[src/rtl/exec_commit_pkg.sv]
// exec_commit_pkg: shared CPU constants for the execute/commit stage.
//   - DATAOP opcode and ARM condition-code encodings
//   - commit FSM state typedef
//   - helpers classifying opcodes as test ops or logical ops
package exec_commit_pkg;

  typedef enum logic [3:0] {
    OP_AND = 4'h0,
    OP_EOR = 4'h1,
    OP_SUB = 4'h2,
    OP_RSB = 4'h3,
    OP_ADD = 4'h4,
    OP_ADC = 4'h5,
    OP_SBC = 4'h6,
    OP_RSC = 4'h7,
    OP_TST = 4'h8,
    OP_TEQ = 4'h9,
    OP_CMP = 4'hA,
    OP_CMN = 4'hB,
    OP_ORR = 4'hC,
    OP_MOV = 4'hD,
    OP_BIC = 4'hE,
    OP_MVN = 4'hF
  } dataop_e;

  typedef enum logic [3:0] {
    COND_EQ = 4'h0,
    COND_NE = 4'h1,
    COND_CS = 4'h2,
    COND_CC = 4'h3,
    COND_MI = 4'h4,
    COND_PL = 4'h5,
    COND_VS = 4'h6,
    COND_VC = 4'h7,
    COND_HI = 4'h8,
    COND_LS = 4'h9,
    COND_GE = 4'hA,
    COND_LT = 4'hB,
    COND_GT = 4'hC,
    COND_LE = 4'hD,
    COND_AL = 4'hE,
    COND_NV = 4'hF
  } cond_e;

  typedef enum logic {
    ST_RUN   = 1'b0,
    ST_FLUSH = 1'b1
  } commit_state_e;

  localparam int FLUSH_CNT_W = 3;

  // Test ops update flags but never write a destination register.
  function automatic logic is_test_op(input logic [3:0] op);
    return (op == OP_TST) || (op == OP_TEQ) || (op == OP_CMP) || (op == OP_CMN);
  endfunction

  // Logical ops take C from the shifter and leave V untouched.
  function automatic logic is_logical_op(input logic [3:0] op);
    return (op == OP_AND) || (op == OP_EOR) || (op == OP_TST) || (op == OP_TEQ) ||
           (op == OP_ORR) || (op == OP_MOV) || (op == OP_BIC) || (op == OP_MVN);
  endfunction

endpackage

[src/rtl/exec_commit_cond_check.sv]
// cond_check: combinational ARM condition evaluation, shared with decode.
// Ports:
//   cond [3:0]  condition field of the instruction
//   nzcv [3:0]  current flags, N in bit 3
//   pass        1 when the instruction should execute
module cond_check
  import exec_commit_pkg::*;
(
  input  logic [3:0] cond,
  input  logic [3:0] nzcv,
  output logic       pass
);

  logic n, z, c, v;

  assign n = nzcv[3];
  assign z = nzcv[2];
  assign c = nzcv[1];
  assign v = nzcv[0];

  always_comb begin
    pass = 1'b0;
    case (cond)
      COND_EQ: pass = z;
      COND_NE: pass = ~z;
      COND_CS: pass = c;
      COND_CC: pass = ~c;
      COND_MI: pass = n;
      COND_PL: pass = ~n;
      COND_VS: pass = v;
      COND_VC: pass = ~v;
      COND_HI: pass = c & ~z;
      COND_LS: pass = ~c | z;
      COND_GE: pass = (n == v);
      COND_LT: pass = (n != v);
      COND_GT: pass = ~z & (n == v);
      COND_LE: pass = z | (n != v);
      COND_AL: pass = 1'b1;
      default: pass = 1'b0;  // reserved NV encoding never executes
    endcase
  end

endmodule

[src/rtl/exec_commit.sv]
// exec_commit: execute/commit stage. Applies condition codes, commits flags,
// registers writebacks and issues branch redirects followed by a squash window.
// Ports:
//   clk, nreset                   clock, async active-low reset
//   in_valid/in_ready             issue handshake from decode
//   in_cond, in_opcode            condition field, DATAOP opcode
//   in_set_flags, in_writes_rd, in_is_branch, in_shifter_carry
//   in_rd, in_branch_target       destination register, branch target
//   alu_result, alu_n/z/c/v       ALU outputs for the presented instruction
//   out_valid/out_ready           writeback handshake
//   out_rd, out_data              writeback payload
//   branch_taken, branch_target, flush   redirect to fetch/decode
//   cpsr_nzcv                     architectural flags, N in bit 3
// Optional (macro EXEC_COMMIT_STATS_EN):
//   stat_executed, stat_annulled  saturating counts of passed/failed accepts
//
// state    | meaning
// ---------+------------------------------------------------------------
// ST_RUN   | normal issue; accepts when the writeback slot is free
// ST_FLUSH | squash window after a taken branch; every beat is discarded
module exec_commit
  import exec_commit_pkg::*;
#(
  parameter int FLUSH_DEPTH = 2  // legal 1..7
) (
  input  logic        clk,
  input  logic        nreset,
  input  logic        in_valid,
  output logic        in_ready,
  input  logic [3:0]  in_cond,
  input  logic [3:0]  in_opcode,
  input  logic        in_set_flags,
  input  logic        in_writes_rd,
  input  logic        in_is_branch,
  input  logic        in_shifter_carry,
  input  logic [3:0]  in_rd,
  input  logic [31:0] in_branch_target,
  input  logic [31:0] alu_result,
  input  logic        alu_n,
  input  logic        alu_z,
  input  logic        alu_c,
  input  logic        alu_v,
  output logic        out_valid,
  input  logic        out_ready,
  output logic [3:0]  out_rd,
  output logic [31:0] out_data,
  output logic        branch_taken,
  output logic [31:0] branch_target,
  output logic        flush,
  output logic [3:0]  cpsr_nzcv
`ifdef EXEC_COMMIT_STATS_EN
  ,
  output logic [15:0] stat_executed,
  output logic [15:0] stat_annulled
`endif
);

  localparam logic [FLUSH_CNT_W-1:0] FLUSH_LOAD = FLUSH_CNT_W'(FLUSH_DEPTH);

  commit_state_e          state;
  logic [FLUSH_CNT_W-1:0] cnt;
  logic                   cond_pass;
  logic                   accept_run;
  logic                   test_op;
  logic                   flag_update;
  logic [3:0]             nzcv_next;

  cond_check u_cond_check (
    .cond (in_cond),
    .nzcv (cpsr_nzcv),
    .pass (cond_pass)
  );

  // In FLUSH the stage swallows everything, so it never back-pressures.
  assign in_ready   = (state == ST_FLUSH) ? 1'b1 : (~out_valid | out_ready);
  assign accept_run = (state == ST_RUN) & in_valid & in_ready;
  assign test_op    = is_test_op(in_opcode);
  assign flag_update = in_set_flags | test_op;

  always_comb begin
    nzcv_next = {alu_n, alu_z, alu_c, alu_v};
    if (is_logical_op(in_opcode)) begin
      nzcv_next = {alu_n, alu_z, in_shifter_carry, cpsr_nzcv[0]};
    end
  end

  always_ff @(posedge clk or negedge nreset) begin
    if (!nreset) begin
      state         <= ST_RUN;
      cnt           <= '0;
      cpsr_nzcv     <= 4'b0000;
      out_valid     <= 1'b0;
      out_rd        <= 4'd0;
      out_data      <= 32'd0;
      branch_taken  <= 1'b0;
      flush         <= 1'b0;
      branch_target <= 32'd0;
    end else begin
      branch_taken <= 1'b0;
      flush        <= 1'b0;

      // A new writeback loaded below overrides this clear on the same edge.
      if (out_valid && out_ready) begin
        out_valid <= 1'b0;
      end

      case (state)
        ST_RUN: begin
          if (accept_run && cond_pass) begin
            if (flag_update) begin
              cpsr_nzcv <= nzcv_next;
            end
            if (in_writes_rd && !test_op) begin
              out_valid <= 1'b1;
              out_rd    <= in_rd;
              out_data  <= alu_result;
            end
            if (in_is_branch) begin
              branch_taken  <= 1'b1;
              flush         <= 1'b1;
              branch_target <= in_branch_target;
              state         <= ST_FLUSH;
              cnt           <= FLUSH_LOAD;
            end
          end
        end
        ST_FLUSH: begin
          // <= 1 also recovers from a zero count rather than wrapping.
          if (cnt <= FLUSH_CNT_W'(1)) begin
            state <= ST_RUN;
            cnt   <= '0;
          end else begin
            cnt <= cnt - FLUSH_CNT_W'(1);
          end
        end
        default: begin
          state <= ST_RUN;
          cnt   <= '0;
        end
      endcase
    end
  end

`ifdef EXEC_COMMIT_STATS_EN
  always_ff @(posedge clk or negedge nreset) begin
    if (!nreset) begin
      stat_executed <= 16'd0;
      stat_annulled <= 16'd0;
    end else if (accept_run) begin
      if (cond_pass) begin
        if (stat_executed != 16'hFFFF) stat_executed <= stat_executed + 16'd1;
      end else begin
        if (stat_annulled != 16'hFFFF) stat_annulled <= stat_annulled + 16'd1;
      end
    end
  end
`endif

endmodule

[config.mk]
export PLATFORM = sky130hd
export DESIGN_NAME = exec_commit
export DESIGN_NICKNAME = d
export VERILOG_FILES = /design/src/rtl/exec_commit_pkg.sv /design/src/rtl/exec_commit_cond_check.sv /design/src/rtl/exec_commit.sv
export SDC_FILE = /design/constraint.sdc
export NUM_CORES = 1
export LEC_CHECK = 0
export CAP_MARGIN = 5
export CORE_UTILIZATION = 40
export DETAILED_ROUTE_END_ITERATION = 10
export PLACE_DENSITY = 0.84
export RECOVER_POWER = 25
export SLEW_MARGIN = 20
export SYNTH_ARGS = -nofsm -noshare
export SYNTH_HDL_FRONTEND = slang
export SYNTH_SLANG_ARGS = --single-unit
[constraint.sdc]
create_clock -name clk -period 2.6 [get_ports clk]
set_clock_uncertainty 0.2 [all_clocks]
set_input_delay 0.78 -clock clk [delete_from_list [all_inputs] [get_ports clk]]
set_output_delay 0.78 -clock clk [all_outputs]
set_load 0.03 [all_outputs]
Fig. 1: run 1, congestion heat map
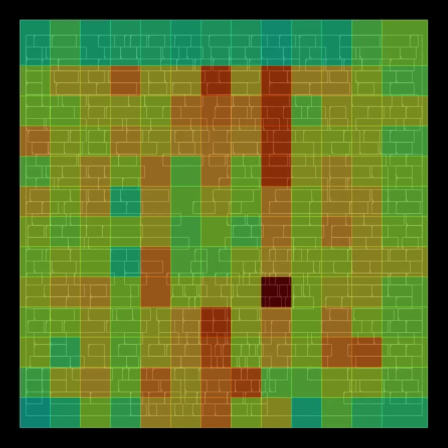
global router's overall resource usage: 19.9%
GR peak layer: met2
Layout Utilization: 73.3%
post-DR wirelength/cell: 17.0 um
GR met3 Demand/Resource: 6.50%

Fig. 2: run 1, placement density heat map
The die is cut into 9 by 9 equal tiles; dark blue is low, red is high, 0 to 100% covered.
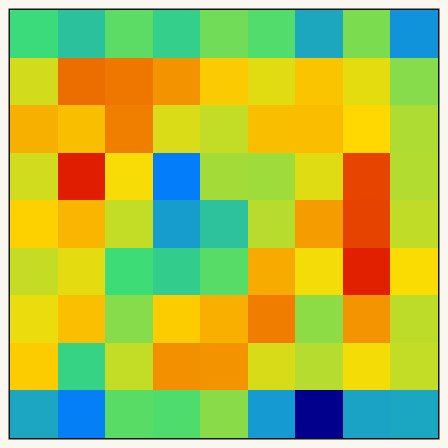
densest ninth of the die = east
tiles over 75% full = 33%
fullest tile = 97%
mean over tiles = 65%
nearly empty tiles = 1.2%

Fig. 3: run 1, wiring by layer
Bar = 20 um.
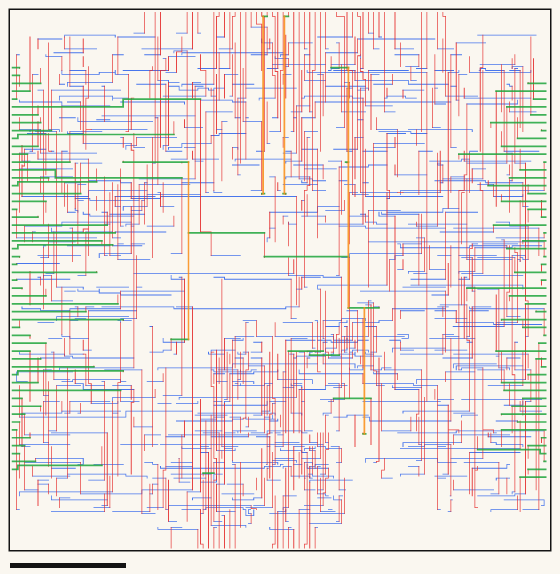
green -> met3  # wire length 746 um
orange -> met4  # wire length 155 um
blue -> met1  # wire length 3,490 um
red -> met2  # wire length 4,540 um

==> results.toml, run 1 <==
# flow metrics
[synth]
ys_area_mm2 = 0.00333
top_cells_by_count = "78 x dfrtp_1, 59 x mux2_2, 10 x mux2_1"
synth.cell_area_mm2 = 0.00333
synth.most_common_cell = "dfrtp_1"
postSynthAreaPerCell_um2 = 14.8
yosysWarnings = 0
synth_flop_count = 78
synthesis.instances = 225
post-synth-top-area-cell = "dfrtp_1"

[timing]
maxSlewHeadroom_pct = 38.6
setup_viol = 0
post-route-period-util_pct = 99.8
report.final.slew_viol_count = 0
tightestPinTransition_ps = 921

[drt]
drt_pass1_iterations = 4
drt_wl_total_mm = 8.93
antenna_left = 0
drtIter0Drc = 34

[grt]
number_of_antenna_violations_at_the_first_check_in_global_routing = 0
grt_first_pass_wirelength_mm = 13.0

[worst_setup_path]
critical_path_buf_inv_count = 5
critPathMaxFanout = 7
reg2reg_from = "cpsr_nzcv[0]$_DFFE_PN0P_"
arrival_ps = 2620
worst-r2r-setup-slack_ps = 70
cp_top_family = "buffers and inverters"

[clock_network]
clock.latency.late_pin_ps = 350
tritoncts = "done"
post_cts_hold_buffer_count = 0
cts.sinks = 78

[floorplan]
die_height_um = 93.2
core-area_mm2 = 0.00789
io_pins = 164

[final_layout]
drive_above_1_share_pct = 32.5
antenna-diode-count = 0
area_delta_synth_final_pct = 73.6

[worst_hold_path]
worst_hold_path_type = "register to register"

[outcome]
outcome = "finished, final reports clean"

[power]
power_leakage_uw = 0.00263
pwr_density_cell_mw_per_mm2 = 1230

[job]
openroad_warnings = 29
max_cap_viol_count = 0

[place]
place_hpwl_mm = 6.14
dp_slack_ps = -676
gp_routability_congestion = 0.849
## run 1: cells in the final DEF (no fill, tap or decap), types with 2 or more instances in the layout
master,instances
a21oi_1,4
nand2_1,5
dlymetal6s2s_1,2
clkinv_2,2
o31ai_4,2
clkbuf_16,4
mux2i_1,2
inv_1,8
buf_4,16
mux2_4,31
nor3b_1,3
clkdlybuf4s50_1,153
buf_2,3
nand3b_1,2
mux2_1,3
nand3_1,2
nand2b_4,2
clkbuf_8,9
mux2_2,39
dfrtp_1,78
nor2_1,7
buf_6,9
bufinv_16,3
ha_1,2
buf_12,3
## run 1: stage by stage
step	total power (uW)	hold WS, ps	cells	instance area, um2
2_1_floorplan	4300	256	225	3470
3_3_place_gp	5770	269	492	5250
3_5_place_dp	5870	282	492	5250
4_1_cts	7040	192	515	5630
5_1_grt	7430	317	526	5780
6_report	7100	299	526	5780
## run 1: cell type report
type	count	area, um2	share of cell area (%)
Clock buffer	10	128	2.21
Clock inverter	6	109	1.88
Inverter	8	30.0	0.520
Multi-Input combinational cell	128	1420	24.6
Sequential cell	78	1950	33.8
Tap cell	102	128	2.21
Timing Repair Buffer	194	2010	34.8
## run 1: worst min-delay path by stage
| stage | cells past startpoint | start | to | slack, ps |
|---|---|---|---|---|
| floorplan | 1 | cnt[0]$_DFFE_PN0P_ | cnt[0]$_DFFE_PN0P_ | 260 |
| global placement | 1 | cnt[0]$_DFFE_PN0P_ | cnt[0]$_DFFE_PN0P_ | 270 |
| detailed placement | 1 | branch_target[24]$_DFFE_PN0P_ | branch_target[24]$_DFFE_PN0P_ | 280 |
| CTS | 1 | nreset | branch_target[15]$_DFFE_PN0P_ | 190 |
| global route | 1 | branch_target[10]$_DFFE_PN0P_ | branch_target[10]$_DFFE_PN0P_ | 320 |
| finish | 1 | branch_target[24]$_DFFE_PN0P_ | branch_target[24]$_DFFE_PN0P_ | 300 |
## run 1: what timing repair did
item | 4_1_cts | 5_1_grt
setup endpoints to repair | 77 | 51
setup buffers | 5 | 7
cloned | 2 | 5
hold endpoints to repair | 0 | 0
resized | 24 | 14
pin swaps | 3 | 4
## run 1: power by group
part           internal [uW]  total [uW]  switching (uW)  leakage [uW]
Sequential              1810        2190             378      0.000938
Combinational           1930        3820            1890       0.00158
Clock                    639        1090             454      0.000121
## run 1: cells by family after synthesis
| family | Yosys count | share of synthesized area, % |
|---|---|---|
| flip-flops | 78 | 58.6 |
| XOR/XNOR | 2 | 0.526 |
| AND-OR/OR-AND | 21 | 5.64 |
| buffers and inverters | 19 | 3.91 |
| adder cells (fa/ha/maj) | 2 | 0.751 |
| multiplexers | 76 | 26.0 |
| AND/OR/NAND/NOR | 27 | 4.51 |
## run 1: routing by layer
metal  global-route usage, %  vias up  share of wire [%]
met2                    33.3      125                 51
li1                        -     1180                  -
met4                    8.33        0                1.7
met3                    6.50       13                8.4
met1                    23.4     1254                 39
met5                       0        -                  0
## run 1: state kept, by name, indices dropped and copies added, names as in the netlist
signal         count
branch_target     32
cnt                3
cpsr_nzcv          4
flush              1
out_data          32
out_rd             4
out_valid          1
state              1
==> run 1 -> run 2 <==
ABC_CLOCK_PERIOD_IN_PS = 2600   (was unset)
Fig. 4: run 2, routed clock nets over the placement
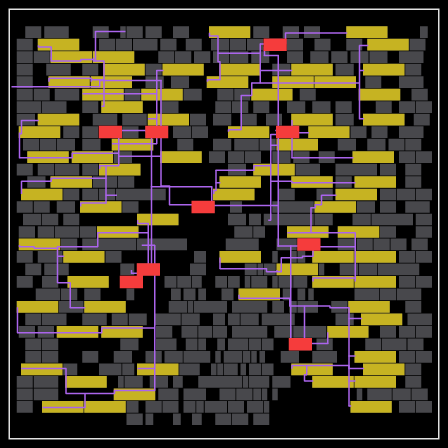
yellow -> flip-flops  # count 78
red -> cells driving clock nets  # count 9
purple -> clock wires  # length 1,010 um
routed clock nets = 10
flops lie = spread over the die

==> run 2 against run 1 <==
Largest power group unchanged. Total power stayed put. Clock power hardly changed. Fmax stayed put. Flip-flop count stayed put. Setup slack stayed put. Combinational power hardly changed. First-iteration DRC count stayed put. Cell count stayed put. Design area stayed put. Sequential share of layout area stayed put. Critical path depth stayed put.
==> results.toml, run 2 <==
# flow metrics
[outcome]
outcome = "finished, final reports clean"

[worst_setup_path]
arrival_ps = 2620
critPathMaxFanout = 7
cp_top_family = "buffers and inverters"
critical_path_buf_inv_count = 5

[timing]
tightestPinTransition_ps = 921
maxSlewHeadroom_pct = 38.6
report.final.slew_viol_count = 0
setup_viol = 0

[final_layout]
comb_area_mm2 = 0.00142
layout_top_cells_excl_fill_tap = "153 x clkdlybuf4s50_1, 78 x dfrtp_1, 39 x mux2_2"
layout.area.seq_mm2 = 0.00195
finish.instance_area_mm2 = 0.00578
antenna-diode-count = 0

[job]
max_cap_viol_count = 0

[floorplan]
io_pins = 164
core-area_mm2 = 0.00789
die_height_um = 93.2

[synth]
yosys.area_share.aoi_pct = 5.64
synthesis.instances = 225
postSynthAreaPerCell_um2 = 14.8
adder_share_pct = 0.752
ys_sh_mux_pct = 26.0
synth.most_common_cell = "dfrtp_1"
top_cells_by_count = "78 x dfrtp_1, 59 x mux2_2, 10 x mux2_1"
synth_flop_count = 78
top_logic_kind = "multiplexers"
synth.cell_area_mm2 = 0.00333
ys_area_mm2 = 0.00333
simple_gate_area_share_pct = 4.51
yosysWarnings = 0
synth.cellmix.xorXnorShare_pct = 0.526

[power]
pwr_density_cell_mw_per_mm2 = 1230
power_leakage_uw = 0.00263

[clock_network]
cts.sinks = 78
clock.latency.late_pin_ps = 350
tritoncts = "done"

[drt]
drtIter0Drc = 34
drt_pass1_iterations = 4
antenna_left = 0
drt_wl_total_mm = 8.93

[grt]
grt_first_pass_wirelength_mm = 13.0
grt_usage_pct = 19.9
number_of_antenna_violations_at_the_first_check_in_global_routing = 0

[place]
place_hpwl_mm = 6.14
placement.cell_area_mm2 = 0.00525
gp_routability_congestion = 0.849
-- run 2: cell counts after synthesis --
Identical to the previous run, type by type.
-- run 2: logic make-up after synthesis --
family          Yosys count
simple gates             27
fa+ha+maj                 2
xor+xnor                  2
compound gates           21
buf+inv                  19
mux                      76
flops                    78
-- run 2: path summary, 6_finish.rpt --
check	depth (start not counted)	end	start	slack (ps)
max	9	branch_target[21]$_DFFE_PN0P_	in_cond[1]	6
min	1	branch_target[24]$_DFFE_PN0P_	branch_target[24]$_DFFE_PN0P_	300
max reg2reg	8	branch_target[21]$_DFFE_PN0P_	cpsr_nzcv[0]$_DFFE_PN0P_	70
min reg2reg	1	branch_target[24]$_DFFE_PN0P_	branch_target[24]$_DFFE_PN0P_	300
max in group asynchronous	2	branch_target[2]$_DFFE_PN0P_	nreset	390
min in group asynchronous	1	branch_target[15]$_DFFE_PN0P_	nreset	350
-- run 2: repair_timing --
action                                  4_1_cts  5_1_grt
hold buffers                                  0        0
endpoints found under the setup margin       77       51
gates cloned                                  2        5
resized                                      24       14
pin swaps                                     3        4
buffers inserted                              5        7
-- run 2: layer usage --
layer  wire (um)  up-vias  GRT usage, %
met5           0        -             0
met4         155        0          8.33
met3         746       13          6.50
met2        4540      125          33.3
met1        3490     1254          23.4
li1            -     1180             -
-- run 2: through the flow --
step	hold WS (ps)	instances	utilization, %
floorplan	256	225	-
global placement	269	492	66.6
detailed placement	282	492	66.6
CTS	192	515	71.3
global route	317	526	73.3
finish	299	526	73.3
-- run 2: area by class of cell --
| type | count | area share, % |
|---|---|---|
| Tap cell | 102 | 2.21 |
| Timing Repair Buffer | 194 | 34.8 |
| Multi-Input combinational cell | 128 | 24.6 |
| Sequential cell | 78 | 33.8 |
| Clock inverter | 6 | 1.88 |
| Clock buffer | 10 | 2.21 |
| Inverter | 8 | 0.520 |
-- run 2: power breakdown --
part           switching, uW  total (uW)  internal [uW]
clock network            454        1090            639
registers                378        2190           1810
logic                   1890        3820           1930
-- run 2: worst reg2reg max path: cells and delay by family, from the launching register on --
family                 cells  cell delay (ps)
AND-OR/OR-AND              2              430
XOR/XNOR                   1              220
buffers and inverters      3              490
flip-flops                 1              460
multiplexers               2              610
==> run 2 -> run 3 <==
==> constraint.sdc (replaced) <==
create_clock -name clk -period 2.6 [get_ports clk]
set_clock_uncertainty 0.2 [all_clocks]
set_input_delay 0.52 -clock clk [delete_from_list [all_inputs] [get_ports clk]]
set_output_delay 0.52 -clock clk [all_outputs]
set_load 0.03 [all_outputs]
Fig. 5: run 3, congestion heat map
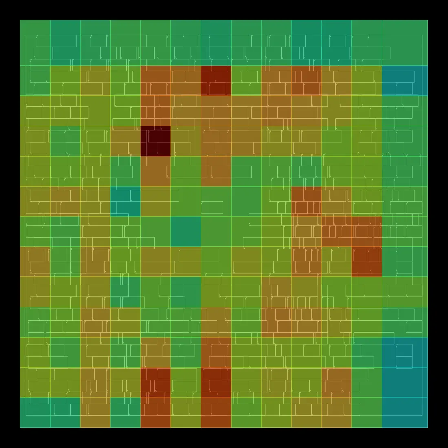
Layout Utilization: 69.0%
post-DR wirelength/cell: 15.4 um
global router's overall resource usage: 19.1%
Global Route met1 Usage: 22.5%

==> run 3 against run 2 <==
Setup slack improved by 57 ps. Via count decreased by 2.5%. Cell count decreased by 1.5%. Design area decreased by 5.8%. Critical path depth unchanged. Worst hold slack got worse by 2.3 ps. Fmax increased by 2.2%. Register-to-register slack improved by 100 ps. Non-clock buffer count decreased by 8. Synthesized cell count unchanged. Die size unchanged. Flip-flop count unchanged. Critical endpoint is now branch_target[24]$_DFFE_PN0P_.
==> results.toml, run 3 <==
# flow metrics
[synth]
synth_flop_count = 78
ys_sh_mux_pct = 26.0
ys_area_mm2 = 0.00333
yosys.area_share.aoi_pct = 5.64
yosysWarnings = 0
synth.most_common_cell = "dfrtp_1"
synth.cell_area_mm2 = 0.00333
top_logic_kind = "multiplexers"
top_cells_by_count = "78 x dfrtp_1, 59 x mux2_2, 10 x mux2_1"
synth.cellmix.xorXnorShare_pct = 0.526
postSynthAreaPerCell_um2 = 14.8

[timing]
maxSlewHeadroom_pct = 42.9
post-route-period-util_pct = 97.6
setup_viol = 0
tightestPinTransition_ps = 856
hold_slack_ps = 296

[drt]
drt_wl_total_mm = 7.99
drtIter0Drc = 64

[final_layout]
reg.largest.list = "branch_target x32, out_data x32"
layout_top_cell = "clkdlybuf4s50_1"
antenna-diode-count = 0
layout_top_cells_excl_fill_tap = "157 x clkdlybuf4s50_1, 78 x dfrtp_1, 59 x mux2_2"

[clock_network]
cts.sinks = 78
tritoncts = "done"

[worst_hold_path]
timing.hold.worst.start = "branch_target[23]$_DFFE_PN0P_"
worst_hold_path_type = "register to register"
min_path_cells = 1

[worst_setup_path]
reg2reg_from = "cpsr_nzcv[2]$_DFFE_PN0P_"
critPathMaxFanout = 11
arrival_ps = 2560
critical_path_buf_inv_count = 4
crit-reg2reg-capture = "branch_target[24]$_DFFE_PN0P_"
worstRegToRegCells = 7

[outcome]
outcome = "finished, final reports clean"

[job]
openroad_warnings = 28
max_cap_viol_count = 0

[grt]
grt_first_pass_wirelength_mm = 12.7

[floorplan]
io_pins = 164
## run 3: worst max path at each step
stage                                         end  slack (ps)  depth (start not counted)
global placement     branch_target[3]$_DFFE_PN0P_        -430                          7
detailed placement   branch_target[3]$_DFFE_PN0P_        -500                          7
finish              branch_target[24]$_DFFE_PN0P_          60                          9
global route        branch_target[31]$_DFFE_PN0P_          30                          9
CTS                 branch_target[24]$_DFFE_PN0P_         100                          9
floorplan                 out_data[0]$_DFFE_PN0P_         100                          7
## run 3: kinds of logic (layout without fill, tap and decap cells)
kind of cell	after synthesis	count (layout)
buffers and inverters	19	210
AND-OR/OR-AND	21	21
multiplexers	76	76
AND/OR/NAND/NOR	27	27
adder cells (fa/ha/maj)	2	2
flip-flops	78	78
XOR/XNOR	2	2
## run 3: cell type report
cell class	instances	area, um2	share of cell area (%)
clock buffers	13	149	2.74
clock inverters	3	67.6	1.24
inverters	8	30.0	0.552
multi-input cells	128	1250	22.9
flip-flops and latches	78	1950	35.9
well taps	102	128	2.34
repair buffers	186	1870	34.3
## run 3: what timing repair did
item                                    CTS  global route
setup buffers                             3             0
hold buffers                              1             0
endpoints found under the hold margin    14             0
endpoints found under the setup margin   70             0
gates resized                             6             0
## run 3: routing by layer
metal / wire length, um / track usage, % / up-vias
met2: 4160 / 32.7 / 86
li1: - / - / 1168
met1: 3180 / 22.5 / 1244
met4: 105 / 5.90 / 0
met5: 0 / 0 / -
met3: 550 / 6.83 / 10
## run 3: power by group
part | switching, uW | leakage, uW | total [uW] | internal, uW
clock | 417 | 0.000104 | 986 | 569
combinational | 1850 | 0.00131 | 3560 | 1710
sequential | 340 | 0.000938 | 2150 | 1810
## run 3: per-stage QoR
step | power (uW) | instance area (um2) | std cells | worst slack (ps)
global route | 7010 | 5440 | 518 | 28.7
floorplan | 4120 | 3330 | 225 | 97.5
detailed placement | 5730 | 5150 | 497 | -501
finish | 6690 | 5440 | 518 | 62.6
global placement | 5620 | 5150 | 497 | -427
CTS | 6780 | 5450 | 518 | 98.2
Power and IR drop assume default switching activity.
